## config.mk

```make
export PLATFORM = sky130hd
export DESIGN_NAME = usb2_ulpi_phy_emu
export DESIGN_NICKNAME = d
export VERILOG_FILES = /design/src/rtl/usb2_ulpi_phy_emu.sv
export SDC_FILE = /design/constraint.sdc
export NUM_CORES = 1
export LEC_CHECK = 0
export ABC_AREA = 1
export CELL_PAD_IN_SITES_DETAIL_PLACEMENT = 2
export CELL_PAD_IN_SITES_GLOBAL_PLACEMENT = 2
export CORE_UTILIZATION = 28
export CTS_BUF_LIST = sky130_fd_sc_hd__clkbuf_8
export CTS_CLUSTER_DIAMETER = 200
export DETAILED_ROUTE_END_ITERATION = 8
export GPL_TIMING_DRIVEN = 0
export PLACE_DENSITY = 0.88
export SETUP_SLACK_MARGIN = 0.02
export SLEW_MARGIN = 20
export SYNTH_ARGS = -nofsm -noshare
export SYNTH_HDL_FRONTEND = slang
export SYNTH_SLANG_ARGS = --single-unit
```

## constraint.sdc

```tcl
create_clock -name phy_clk -period 2 [get_ports phy_clk]
set_input_delay 0.3 -clock phy_clk [delete_from_list [all_inputs] [get_ports phy_clk]]
set_output_delay 0.3 -clock phy_clk [all_outputs]
set_load 0.02 [all_outputs]
```

## src/rtl/usb2_ulpi_phy_emu.sv

```systemverilog
// ULPI PHY emulator: decodes link TX_CMDs, hosts a small PHY register file,
// reports line/VBUS changes as RX_CMDs and injects receive packets onto the bus.
module usb2_ulpi_phy_emu #(
  parameter logic [15:0] VENDOR_ID    = 16'h0451,
  parameter logic [15:0] PRODUCT_ID   = 16'h1507,
  parameter int          RESET_CYCLES = 64
) (
  input  logic       phy_clk,
  input  logic       reset,
  input  logic [7:0] ulpi_d_in,
  output logic [7:0] ulpi_d_out,
  output logic       ulpi_dir,
  output logic       ulpi_d_oe,
  output logic       ulpi_nxt,
  input  logic       ulpi_stp,
  input  logic [1:0] line_state,
  input  logic [1:0] vbus_state,
  input  logic       rx_valid,
  input  logic [7:0] rx_byte,
  input  logic       rx_last,
  output logic       rx_ready,
  output logic       tx_start,
  output logic [3:0] tx_pid,
  output logic       tx_valid,
  output logic [7:0] tx_byte,
  output logic       tx_end,
  output logic       tx_abort,
  output logic [7:0] reg_func_ctrl,
  output logic [7:0] reg_otg_ctrl
);

  // state    | meaning
  // IDLE     | link owns bus; arbitrate TX_CMD > packet > status change
  // CMD_ACK  | nxt acknowledges TX_CMD; extended-address commands park here
  // WR_DATA  | register write data byte; WR_STP waits for stp to commit
  // RD_TURN  | turnaround to PHY for read; RD_DATA drives register value
  // TX_DATA  | transmit payload until stp
  // RXC_TURN | turnaround for RX_CMD; RXC_DATA drives the RX_CMD byte
  // PKT_TURN | turnaround with nxt (receive start); PKT_DATA bytes; PKT_EOP final RX_CMD
  // RST_HOLD | PHY reset after Function Control Reset, bus held by PHY
  typedef enum logic [3:0] {
    IDLE, CMD_ACK, WR_DATA, WR_STP, RD_TURN, RD_DATA, TX_DATA,
    RXC_TURN, RXC_DATA, PKT_TURN, PKT_DATA, PKT_EOP, RST_HOLD
  } state_t;

  localparam int CW = $clog2(RESET_CYCLES + 1);

  state_t          state;
  logic [7:0]      cmd;
  logic [7:0]      wr_data;
  logic            ext_cmd;
  logic            pkt_done;
  logic [3:0]      last_status;
  logic [CW-1:0]   rst_cnt;
  logic [3:0]      status;
  logic [7:0]      rxcmd_idle;
  logic [7:0]      rxcmd_pkt;
  logic [7:0]      rd_value;

  assign status     = {vbus_state, line_state};
  assign rxcmd_idle = {4'b0000, status};
  assign rxcmd_pkt  = {2'b00, 2'b01, status};
  assign ulpi_d_oe  = ulpi_dir;

  // Handshake with the injector must be same-cycle, so this one is combinational.
  assign rx_ready = rx_valid &&
                    ((state == PKT_TURN) || ((state == PKT_DATA) && !pkt_done));

  always_comb begin
    rd_value = 8'h00;
    case (cmd[5:0])
      6'h00:   rd_value = VENDOR_ID[7:0];
      6'h01:   rd_value = VENDOR_ID[15:8];
      6'h02:   rd_value = PRODUCT_ID[7:0];
      6'h03:   rd_value = PRODUCT_ID[15:8];
      6'h04:   rd_value = reg_func_ctrl;
      6'h0A:   rd_value = reg_otg_ctrl;
      default: rd_value = 8'h00;
    endcase
  end

  always_ff @(posedge phy_clk or posedge reset) begin
    if (reset) begin
      state         <= IDLE;
      cmd           <= 8'h00;
      wr_data       <= 8'h00;
      ext_cmd       <= 1'b0;
      pkt_done      <= 1'b0;
      last_status   <= 4'h0;
      rst_cnt       <= '0;
      ulpi_d_out    <= 8'h00;
      ulpi_dir      <= 1'b0;
      ulpi_nxt      <= 1'b0;
      tx_start      <= 1'b0;
      tx_pid        <= 4'h0;
      tx_valid      <= 1'b0;
      tx_byte       <= 8'h00;
      tx_end        <= 1'b0;
      tx_abort      <= 1'b0;
      reg_func_ctrl <= 8'h41;
      reg_otg_ctrl  <= 8'h06;
    end else begin
      tx_start <= 1'b0;
      tx_valid <= 1'b0;
      tx_end   <= 1'b0;
      tx_abort <= 1'b0;
      case (state)
        IDLE: begin
          if (ulpi_d_in != 8'h00) begin
            if (ulpi_d_in[7:6] != 2'b00) begin
              cmd   <= ulpi_d_in;
              state <= CMD_ACK;
              if (ulpi_d_in[7] && (ulpi_d_in[5:0] == 6'h2F)) begin
                ext_cmd  <= 1'b1;
                ulpi_nxt <= 1'b0;
              end else begin
                ext_cmd  <= 1'b0;
                ulpi_nxt <= 1'b1;
              end
              if (ulpi_d_in[7:6] == 2'b01) begin
                tx_start <= 1'b1;
                tx_pid   <= ulpi_d_in[3:0];
              end
            end
          end else if (rx_valid) begin
            ulpi_dir <= 1'b1;
            ulpi_nxt <= 1'b1;
            pkt_done <= 1'b0;
            state    <= PKT_TURN;
          end else if (status != last_status) begin
            ulpi_dir <= 1'b1;
            ulpi_nxt <= 1'b0;
            state    <= RXC_TURN;
          end
        end
        CMD_ACK: begin
          if (ext_cmd) begin
            if (ulpi_d_in == 8'h00) state <= IDLE;
          end else begin
            case (cmd[7:6])
              2'b01:   state <= TX_DATA;
              2'b10:   state <= WR_DATA;
              2'b11: begin
                ulpi_dir <= 1'b1;
                ulpi_nxt <= 1'b0;
                state    <= RD_TURN;
              end
              default: begin
                ulpi_nxt <= 1'b0;
                state    <= IDLE;
              end
            endcase
          end
        end
        TX_DATA: begin
          if (ulpi_stp) begin
            tx_end   <= 1'b1;
            tx_abort <= (ulpi_d_in == 8'hFF);
            ulpi_nxt <= 1'b0;
            state    <= IDLE;
          end else begin
            tx_byte  <= ulpi_d_in;
            tx_valid <= 1'b1;
          end
        end
        WR_DATA: begin
          wr_data  <= ulpi_d_in;
          ulpi_nxt <= 1'b0;
          state    <= WR_STP;
        end
        WR_STP: begin
          if (ulpi_stp) begin
            state <= IDLE;
            if (cmd[5:0] == 6'h04) begin
              reg_func_ctrl <= wr_data & 8'hDF;
              if (wr_data[5]) begin
                ulpi_dir   <= 1'b1;
                ulpi_d_out <= 8'h00;
                rst_cnt    <= CW'(RESET_CYCLES - 1);
                state      <= RST_HOLD;
              end
            end else if (cmd[5:0] == 6'h0A) begin
              reg_otg_ctrl <= wr_data;
            end
          end
        end
        RD_TURN: begin
          ulpi_d_out <= rd_value;
          state      <= RD_DATA;
        end
        RXC_TURN: begin
          ulpi_d_out  <= rxcmd_idle;
          last_status <= status;
          state       <= RXC_DATA;
        end
        RD_DATA, RXC_DATA, PKT_EOP: begin
          ulpi_dir   <= 1'b0;
          ulpi_d_out <= 8'h00;
          state      <= IDLE;
        end
        PKT_TURN, PKT_DATA: begin
          state <= PKT_DATA;
          if ((state == PKT_DATA) && pkt_done) begin
            ulpi_d_out <= rxcmd_idle;
            ulpi_nxt   <= 1'b0;
            state      <= PKT_EOP;
          end else if (rx_valid) begin
            ulpi_d_out <= rx_byte;
            ulpi_nxt   <= 1'b1;
            pkt_done   <= rx_last;
          end else begin
            ulpi_d_out <= rxcmd_pkt;
            ulpi_nxt   <= 1'b0;
          end
        end
        RST_HOLD: begin
          if (rst_cnt == '0) begin
            ulpi_d_out  <= rxcmd_idle;
            last_status <= status;
            state       <= RXC_DATA;
          end else begin
            rst_cnt <= rst_cnt - CW'(1);
          end
        end
        default: begin
          ulpi_dir <= 1'b0;
          ulpi_nxt <= 1'b0;
          state    <= IDLE;
        end
      endcase
    end
  end

endmodule

```

==> results.toml, run 1 <==
# implementation run metrics
[sta]
rsz0062_at_grt = "yes"
tns_ns = 0
slew_violations = 0

[power]
netSwitchingPower_mw = 3.35
p_comb_frac = 0.481

[grt]
met3_usage = 0.0478

[cells_and_area]
logic_gate_count = 392
comb-cell-share = 0.360
seq_share = 0.350
nFillCells = 1606

[outcome]
outcome = "complete, no violations"

[cts]
cts_num_sinks = 74
clk_path_buf_depth = 2

[setup_path]
crit_top_cell = "nand2_1"
crit_slowest_cell = "dfrtp_2"
worstReg2RegStart = "state[1]"
critPathLaunch = "state[1]"

[logic_synthesis]
synth_flops = 74
simple_gate_share = 0.342
yosys_warnings = 0
syn_area_um2 = 4020

[detailed_routing]
drt_wl_total_um = 15100

[place]
dp_slack_ns = -0.416

[run]
drv_cap = 0
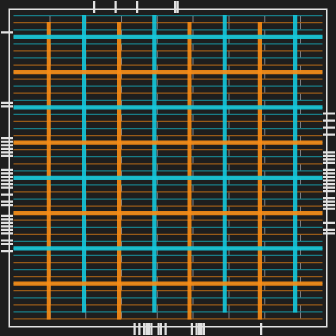
Fig. 1. Supply network (run 1).
Pins as bars on the die edge. Tap cells in grey.
Orange is VSS. Cyan is VDD.
180 tap cells. The core has 43 rows. 8 straps on met4.
Die Width: 122 um
core box area: 13900 um^2

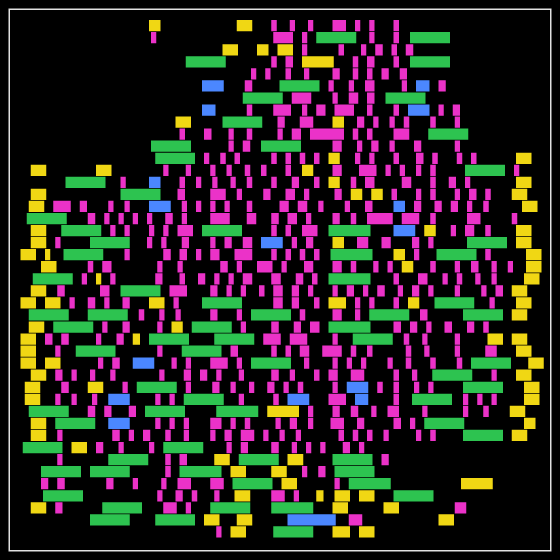
Fig. 2. Cells coloured by class (run 1).
Green is registers, cells 74. Yellow is remaining buffers and delay cells, cells 89. Blue is clock drivers and dummy loads, cells 16. Magenta is remaining logic cells, cells 456.

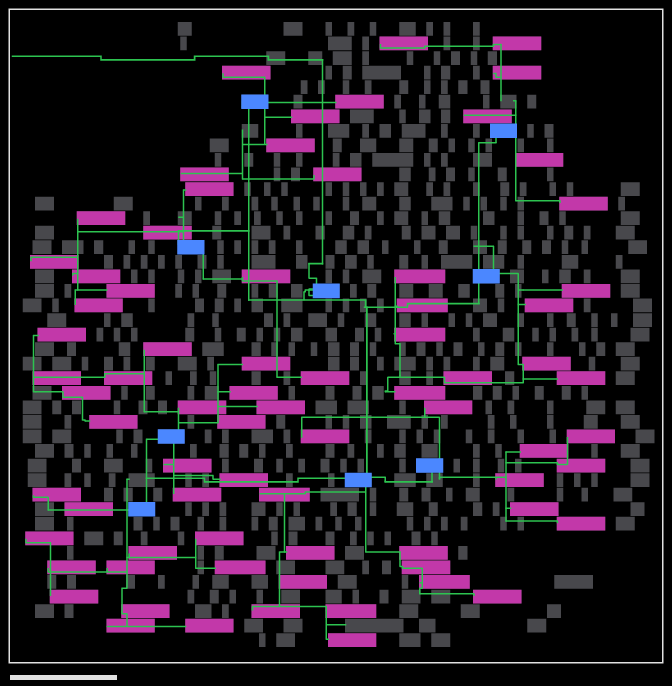
Fig. 3. Clock distribution (run 1).
Scale bar: 20 um.
Blue is clock-net drivers, count 9. Magenta is flip-flops, count 74. Green is clock wires, length 1200 um.
Position of the flops: spread over the die. There are 10 routed clock nets.
P_clk: 1.27 mW
Late-Pin Clk Latency: 0.38 ns
clock power share: 0.175
Layout Skew: 0.0131 ns

==> run 2: changes to the inputs <==
- TNS_END_PERCENT: not set -> 30
==> results.toml, run 2 <==
# implementation run metrics
[outcome]
outcome = "complete, no violations"

[power]
vdd_drop_max_mv = 0.568
p_comb_frac = 0.478
netSwitchingPower_mw = 3.33
sw_frac_of_total = 0.459
pwr-share-seq = 0.345
pwr-share-clk = 0.176
power_clock_mw = 1.28

[sta]
fin_worst_skew_ns = 0.0128
tns_ns = 0
post-route-min-period_ns = 1.95
slew_violations = 0
rsz0062_at_grt = "yes"
setup_viol = 0

[logic_synthesis]
synthTopCellsByCount = "195 x nand2_1, 70 x dfrtp_1, 56 x inv_1"
syn_area_um2 = 4020
ys_sh_xor = 0.00653
simple_gate_share = 0.342
synth-async-reset-ratio = 1.00
synth_flops = 74
synth_area_per_cell_um2 = 7.46
yosys_warnings = 0
ys_top_logic_family = "simple AND/OR/NAND/NOR gates"

[cells_and_area]
comb-cell-share = 0.360
seq_share = 0.352
flop_area_um2 = 1860
clkCellAreaFrac = 0.0395
nFillCells = 1613
logic_gate_count = 392

[setup_path]
critPathLaunch = "state[1]"
crit_top_cell = "nand2_2"
crit_slowest_cell = "dfrtp_2"

[grt]
met3_usage = 0.0478
use_met2 = 0.354

[cts]
worst_skew_pair.late_latency_ns = 0.38
clk_path_buf_depth = 2
cts.repair.resized = 16
cts_num_sinks = 74

[place]
dp_slack_ns = -0.416

[floorplan]
core-area_um2 = 13900
die_w_um = 122
io_pins = 69

[run]
drv_cap = 0
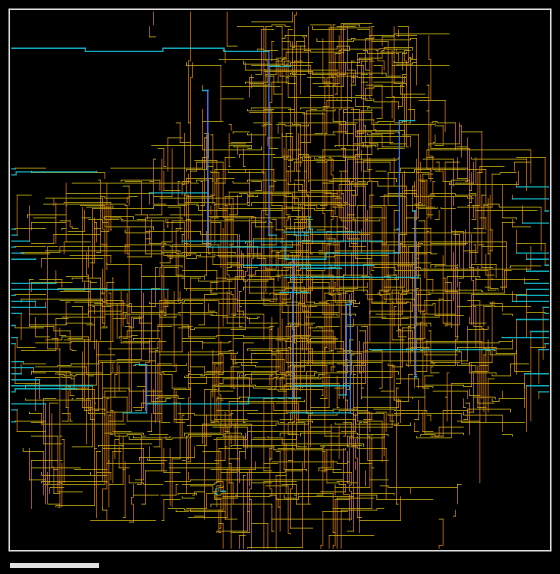
Fig. 4. Metal layers overlaid (run 2).
Scale bar: 20 um.
Yellow is M1, wire length 6790 um. Blue is M4, wire length 232 um. Cyan is M3, wire length 642 um. Orange is M2, wire length 7330 um.
mean routed wirelength per cell: 18.4 um
routed via count: 4007
Routed Wire Length: 15000 um

Power figures rest on the tool's default switching activity, not on a simulated workload.
